$ cat src/rtl/seven_seg_scan_driver.sv
// -----------------------------------------------------------------------------
// seven_seg_scan_driver
//   Time-multiplexed driver for an N-digit 7-segment display. A packed BCD word
//   (with per-digit decimal points and the leading-zero-blank flag) is
//   snapshotted once per scan frame. The digit enables then cycle at a rate of
//   CLK_DIV clocks per digit. Each digit is decoded to segments {a..g}.
//
//   Optional feature macro: HEX_DIGITS_EN
//     defined   : codes 10-15 decode to A b C d E F
//     undefined : codes 10-15 display blank
//
// Parameters
//   NUM_DIGITS  number of digits scanned (1..8)
//   CLK_DIV     clk cycles each digit stays lit (>= 2)
//   ACTIVE_LOW  1: seg, dp, an and frame_start are inverted at the output flops
//
// Ports
//   clk          system clock, rising edge
//   rst          synchronous active-high reset
//   enable       1: scan runs; 0: display dark, counters and snapshot hold
//   bcd_in       packed digits, [3:0] = digit 0 (least significant)
//   dp_in        decimal point per digit, bit k = digit k
//   blank_lz     1: blank leading zeros
//   seg          segments, seg[6]=a ... seg[0]=g
//   dp           decimal point of the lit digit
//   an           one-hot digit enable, bit k lights digit k
//   frame_start  one-cycle pulse when a new snapshot is taken
// -----------------------------------------------------------------------------
module seven_seg_scan_driver #(
  parameter int NUM_DIGITS = 4,
  parameter int CLK_DIV    = 1000,
  parameter int ACTIVE_LOW = 0
) (
  input  logic                    clk,
  input  logic                    rst,
  input  logic                    enable,
  input  logic [4*NUM_DIGITS-1:0] bcd_in,
  input  logic [NUM_DIGITS-1:0]   dp_in,
  input  logic                    blank_lz,
  output logic [6:0]              seg,
  output logic                    dp,
  output logic [NUM_DIGITS-1:0]   an,
  output logic                    frame_start
);

  localparam int IDX_W = (NUM_DIGITS > 1) ? $clog2(NUM_DIGITS) : 1;
  localparam int PRE_W = $clog2(CLK_DIV);

  localparam logic [IDX_W-1:0] IDX_LAST = IDX_W'(NUM_DIGITS - 1);
  localparam logic [IDX_W-1:0] IDX_ONE  = IDX_W'(1);
  localparam logic [PRE_W-1:0] PRE_LAST = PRE_W'(CLK_DIV - 1);
  localparam logic [PRE_W-1:0] PRE_ONE  = PRE_W'(1);
  localparam logic             INV      = 1'(ACTIVE_LOW != 0);

  logic [PRE_W-1:0]        presc_q, presc_d;
  logic [IDX_W-1:0]        idx_q, idx_d;
  logic [4*NUM_DIGITS-1:0] snap_q, snap_d;
  logic [NUM_DIGITS-1:0]   snap_dp_q, snap_dp_d;
  logic                    snap_lz_q, snap_lz_d;
  logic [6:0]              seg_q, seg_d;
  logic                    dp_q, dp_d;
  logic [NUM_DIGITS-1:0]   an_q, an_d;
  logic                    frame_start_q, frame_start_d;

  logic                    take_snap;
  logic [3:0]              cur_digit;
  logic                    cur_dp;
  logic                    upper_nonzero;
  logic                    blank_digit;
  logic [6:0]              seg_raw;
  logic [NUM_DIGITS-1:0]   an_raw;

  function automatic logic [6:0] decode_digit(input logic [3:0] v);
    logic [6:0] s;
    case (v)
      4'd0:    s = 7'b1111110;
      4'd1:    s = 7'b0110000;
      4'd2:    s = 7'b1101101;
      4'd3:    s = 7'b1111001;
      4'd4:    s = 7'b0110011;
      4'd5:    s = 7'b1011011;
      4'd6:    s = 7'b1011111;
      4'd7:    s = 7'b1110000;
      4'd8:    s = 7'b1111111;
      4'd9:    s = 7'b1111011;
`ifdef HEX_DIGITS_EN
      4'd10:   s = 7'b1110111;
      4'd11:   s = 7'b0011111;
      4'd12:   s = 7'b1001110;
      4'd13:   s = 7'b0111101;
      4'd14:   s = 7'b1001111;
      4'd15:   s = 7'b1000111;
`endif
      default: s = 7'b0000000;
    endcase
    return s;
  endfunction

  always_comb begin
    presc_d   = presc_q;
    idx_d     = idx_q;
    snap_d    = snap_q;
    snap_dp_d = snap_dp_q;
    snap_lz_d = snap_lz_q;

    take_snap = enable && (presc_q == '0) && (idx_q == '0);

    if (take_snap) begin
      snap_d    = bcd_in;
      snap_dp_d = dp_in;
      snap_lz_d = blank_lz;
    end

    if (enable) begin
      if (presc_q == PRE_LAST) begin
        presc_d = '0;
        idx_d   = (idx_q == IDX_LAST) ? '0 : idx_q + IDX_ONE;
      end else begin
        presc_d = presc_q + PRE_ONE;
      end
    end

    // The output stage reads the snapshot as it will be after this edge, so the
    // first digit of a new frame already shows the freshly captured word.
    cur_digit     = 4'd0;
    cur_dp        = 1'b0;
    upper_nonzero = 1'b0;
    an_raw        = '0;
    for (int k = 0; k < NUM_DIGITS; k++) begin
      if (idx_q == IDX_W'(k)) begin
        cur_digit = snap_d[4*k +: 4];
        cur_dp    = snap_dp_d[k];
        an_raw[k] = enable;
      end
      if ((IDX_W'(k) >= idx_q) && (snap_d[4*k +: 4] != 4'd0)) begin
        upper_nonzero = 1'b1;
      end
    end

    // Digit 0 is never blanked, so a value of zero still shows one "0".
    blank_digit = snap_lz_d && (idx_q != '0) && !upper_nonzero;

    seg_raw = (enable && !blank_digit) ? decode_digit(cur_digit) : 7'b0000000;

    seg_d         = seg_raw ^ {7{INV}};
    dp_d          = (enable && cur_dp) ^ INV;
    an_d          = an_raw ^ {NUM_DIGITS{INV}};
    frame_start_d = take_snap ^ INV;
  end

  always_ff @(posedge clk) begin
    if (rst) begin
      presc_q       <= '0;
      idx_q         <= '0;
      snap_q        <= '0;
      snap_dp_q     <= '0;
      snap_lz_q     <= 1'b0;
      seg_q         <= {7{INV}};
      dp_q          <= INV;
      an_q          <= {NUM_DIGITS{INV}};
      frame_start_q <= INV;
    end else begin
      presc_q       <= presc_d;
      idx_q         <= idx_d;
      snap_q        <= snap_d;
      snap_dp_q     <= snap_dp_d;
      snap_lz_q     <= snap_lz_d;
      seg_q         <= seg_d;
      dp_q          <= dp_d;
      an_q          <= an_d;
      frame_start_q <= frame_start_d;
    end
  end

  assign seg         = seg_q;
  assign dp          = dp_q;
  assign an          = an_q;
  assign frame_start = frame_start_q;

endmodule
$ cat config.mk
export PLATFORM = sky130hd
export DESIGN_NAME = seven_seg_scan_driver
export DESIGN_NICKNAME = d
export VERILOG_FILES = /design/src/rtl/seven_seg_scan_driver.sv
export SDC_FILE = /design/constraint.sdc
export NUM_CORES = 1
export LEC_CHECK = 0
export CAP_MARGIN = 20
export CORE_ASPECT_RATIO = 2
export CORE_MARGIN = 5
export CORE_UTILIZATION = 25
export CTS_CLUSTER_SIZE = 40
export DETAILED_ROUTE_END_ITERATION = 8
export PLACE_DENSITY = 0.48
export SYNTH_ARGS = -nofsm -noshare
export SYNTH_HDL_FRONTEND = slang
export SYNTH_SLANG_ARGS = --single-unit
$ cat constraint.sdc
create_clock -name clk -period 2.95 [get_ports clk]
set_input_delay 0.59 -clock clk [delete_from_list [all_inputs] [get_ports clk]]
set_output_delay 0.59 -clock clk [all_outputs]
set_load 0.02 [all_outputs]
Figure 1. Clock wires, drivers and flops.
Scale: 4 px per um.
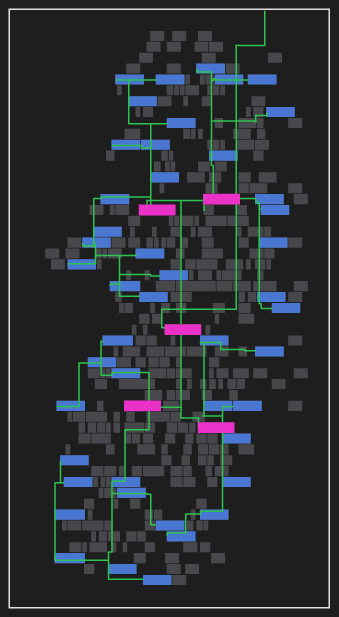
Key: magenta = clock drivers [count 5]; blue = flip-flops [count 46]; green = clock wires [length 728 um]
There are 6 routed clock nets.
Late-Pin Clk Latency: 0.29 ns
clk pwr: 0.000598 W
Clock Power Share: 36.0%

Figure 2. Logic cells by family.
Scale: 3 px per um.
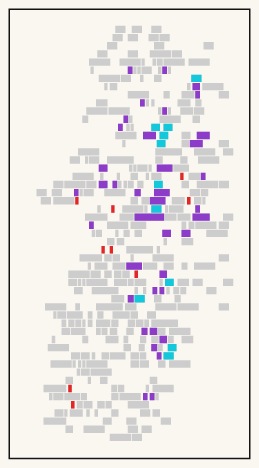
Key: red = inv cells [cells 9, most used inv_1]; purple = aoi and oai cells [cells 38, most used a21oi_1]; cyan = non-inverting ao/oa cells [cells 11, most used o31a_1]
Non-Filler Instances: 470
logic share of the area: 43.1%

==> impl_metrics.env <==
# yosys + openroad results
export IMPL_postLayoutCoreUtil_pct=35.5
export IMPL_gr_max_usage_layer="met2"
export IMPL_common_cells="dfxtp_1, nand2_1, nor2_1, a21oi_1, mux2i_1"
export IMPL_ys_chip_area_sq_mm=0.00242
export IMPL_drcViolationCount=0
export IMPL_diodes=0
export IMPL_vias=2194
export IMPL_avgSynthCellArea_sq_um=9.01
export IMPL_max_cap_viol_count=0
export IMPL_power_density_mw_per_mm2=485
export IMPL_async_flop_share_pct=0
export IMPL_cts_root_buf="clkbuf_16"
export IMPL_ctsHoldBuffers=0
export IMPL_grtUsageMet2_pct=25.4
export IMPL_min_delay_start="snap_lz_q$_SDFF_PP0_"
export IMPL_track_usage_pct=12.9
export IMPL_die_y_um=149
export IMPL_n_tap_cell=132
export IMPL_gp_congestion=0.865
export IMPL_finalHoldViolCount=0
export IMPL_inverters=9
export IMPL_rows=51
export IMPL_reg2reg_to="seg[0]$_SDFF_PP0_"
export IMPL_die_w_um=79.6
export IMPL_fin_nets=374
export IMPL_worst_setup_path_start_kind="register"
export IMPL_synth_top_area_share_pct=38.0
export IMPL_cp_num_buf_inv=2
export IMPL_cp_num_cells=12
export IMPL_dp_hpwl_um=5730
export IMPL_worstMarginPinSlew_ns=0.523
export IMPL_clock_skew_ns=0.00760
export IMPL_xor_share_pct=3.61
export IMPL_startpoint="idx_q[1]$_SDFFE_PP0P_"
export IMPL_setup_viol=0
export IMPL_cts_tree="built"
export IMPL_largest_register_ffs=16
export IMPL_wl_met1_um=2510
export IMPL_grt_overflow_total=0
export IMPL_status="completed"
export IMPL_synthesis_instances=269
export IMPL_antenna_left=0
export IMPL_hold_class="register to register"
export IMPL_seq_share_pct=27.0
export IMPL_n_clock_buffer=6
export IMPL_warnings=38
export IMPL_core_area_sq_mm=0.00964
export IMPL_clock_path_buffers=2
export IMPL_logic_area_sq_mm=0.00148
export IMPL_hold_end="snap_lz_q$_SDFF_PP0_"
export IMPL_aoi_share_pct=15.5
export IMPL_endpoint_kind="register"
export IMPL_critical_path_max_stage_delay_ns=0.54
export IMPL_top_cell="dfxtp_1"
export IMPL_grt_pass1_vias=2249
export IMPL_cts_buffers=5
export IMPL_firstDrtPassIters=4
export IMPL_ys_types=54
export IMPL_rsz0062_at_grt="true"
export IMPL_post_cts_resized=11
export IMPL_clk_pin_slew_ns=0.07
export IMPL_maxUsedRoutingLayer="met4"
export IMPL_placed_area_sq_mm=0.00315
export IMPL_num_fill_cells=1020
export IMPL_largest_class="multi-input combinational cells"
export IMPL_final_cell_mix="dfxtp_1, nand2_1, buf_4"
export IMPL_largest_register="snap_q"
export IMPL_layout_top_cell="dfxtp_1"
export IMPL_routed_wl_um=7230
export IMPL_adder_share_pct=6.71
export IMPL_crit_slowest_cell="or4bb_4"
export IMPL_mux_share_pct=8.10
export IMPL_power_leakage_nw=1.38
export IMPL_ys_top_cells_by_area="dfxtp_1, ha_1, nand2_1, mux2i_1, nor2_1"
export IMPL_cp_top_family="simple AND/OR/NAND/NOR gates"
export IMPL_path_max_fanout=5
export IMPL_register_area_sq_um=926
export IMPL_peakVddDrop_mv=0.259
export IMPL_met1_usage_pct=11.9
export IMPL_yosysTopAreaCell="dfxtp_1"
export IMPL_final_nonclk_buf_share_pct=19.5
export IMPL_placedCellCount=455
export IMPL_r2r_start="idx_q[1]$_SDFFE_PP0P_"
export IMPL_wl_per_cell_um=15.4
export IMPL_rrSetupSlack_ns=0.07
export IMPL_postLayoutCellArea_sq_mm=0.00342
export IMPL_io_buffers=36
export IMPL_synth_main_ff_cell="dfxtp_1"
export IMPL_ys_warn_count=0
export IMPL_ys_cells=269
export IMPL_syn_area_sq_mm=0.00242
export IMPL_dr_first_iter_drc_count=115
export IMPL_period_used_pct=97.7
export IMPL_n_all_buffers=76
export IMPL_syn_to_final_growth_pct=41.2
export IMPL_synthesis_nets=306
export IMPL_synth_flops=46
export IMPL_clock_area_share_pct=4.53
export IMPL_postSynthSeqShare_pct=38.0
export IMPL_cts_sinks=46
export IMPL_logic_gate_count=199
export IMPL_slew_headroom_pct=65.1
export IMPL_grtUsageMet3_pct=2.24
export IMPL_path_class="register to register"
export IMPL_grt_pass1_wl_um=11600
export IMPL_critPathCapture="seg[0]$_SDFF_PP0_"
export IMPL_wl_met2_um=4250
export IMPL_slew_violations=0
export IMPL_min_period_ns=2.88
export IMPL_post_cts_repair_setup_buffers=4
export IMPL_via_per_inst=4.67
[tightest hold or removal path, delay by kind of cell (launching register included)]
family	cells	cell delay, ns
and+or+nand+nor	1	0.05
DFF	1	0.31
AOI/OAI and AO/OA	1	0.05
[per-stage QoR]
stage               hold slack (ns)  setup TNS [ns]  worst slack [ns]
floorplan                     0.437         -0.0602           -0.0376
global placement              0.445           -2.61            -0.439
detailed placement            0.451           -2.82            -0.466
CTS                           0.462               0           0.00543
global route                  0.495         -0.0625           -0.0539
finish                        0.460               0            0.0674
[power by group]
group | switching [W] | total, W | leakage (nW) | internal [W]
Clock | 0.000258 | 0.000598 | 0.0735 | 0.000341
Combinational | 0.000192 | 0.000387 | 0.924 | 0.000195
Sequential | 0.0000172 | 0.000676 | 0.378 | 0.000659
No activity file was given, so power comes from the tool's default toggle rates.
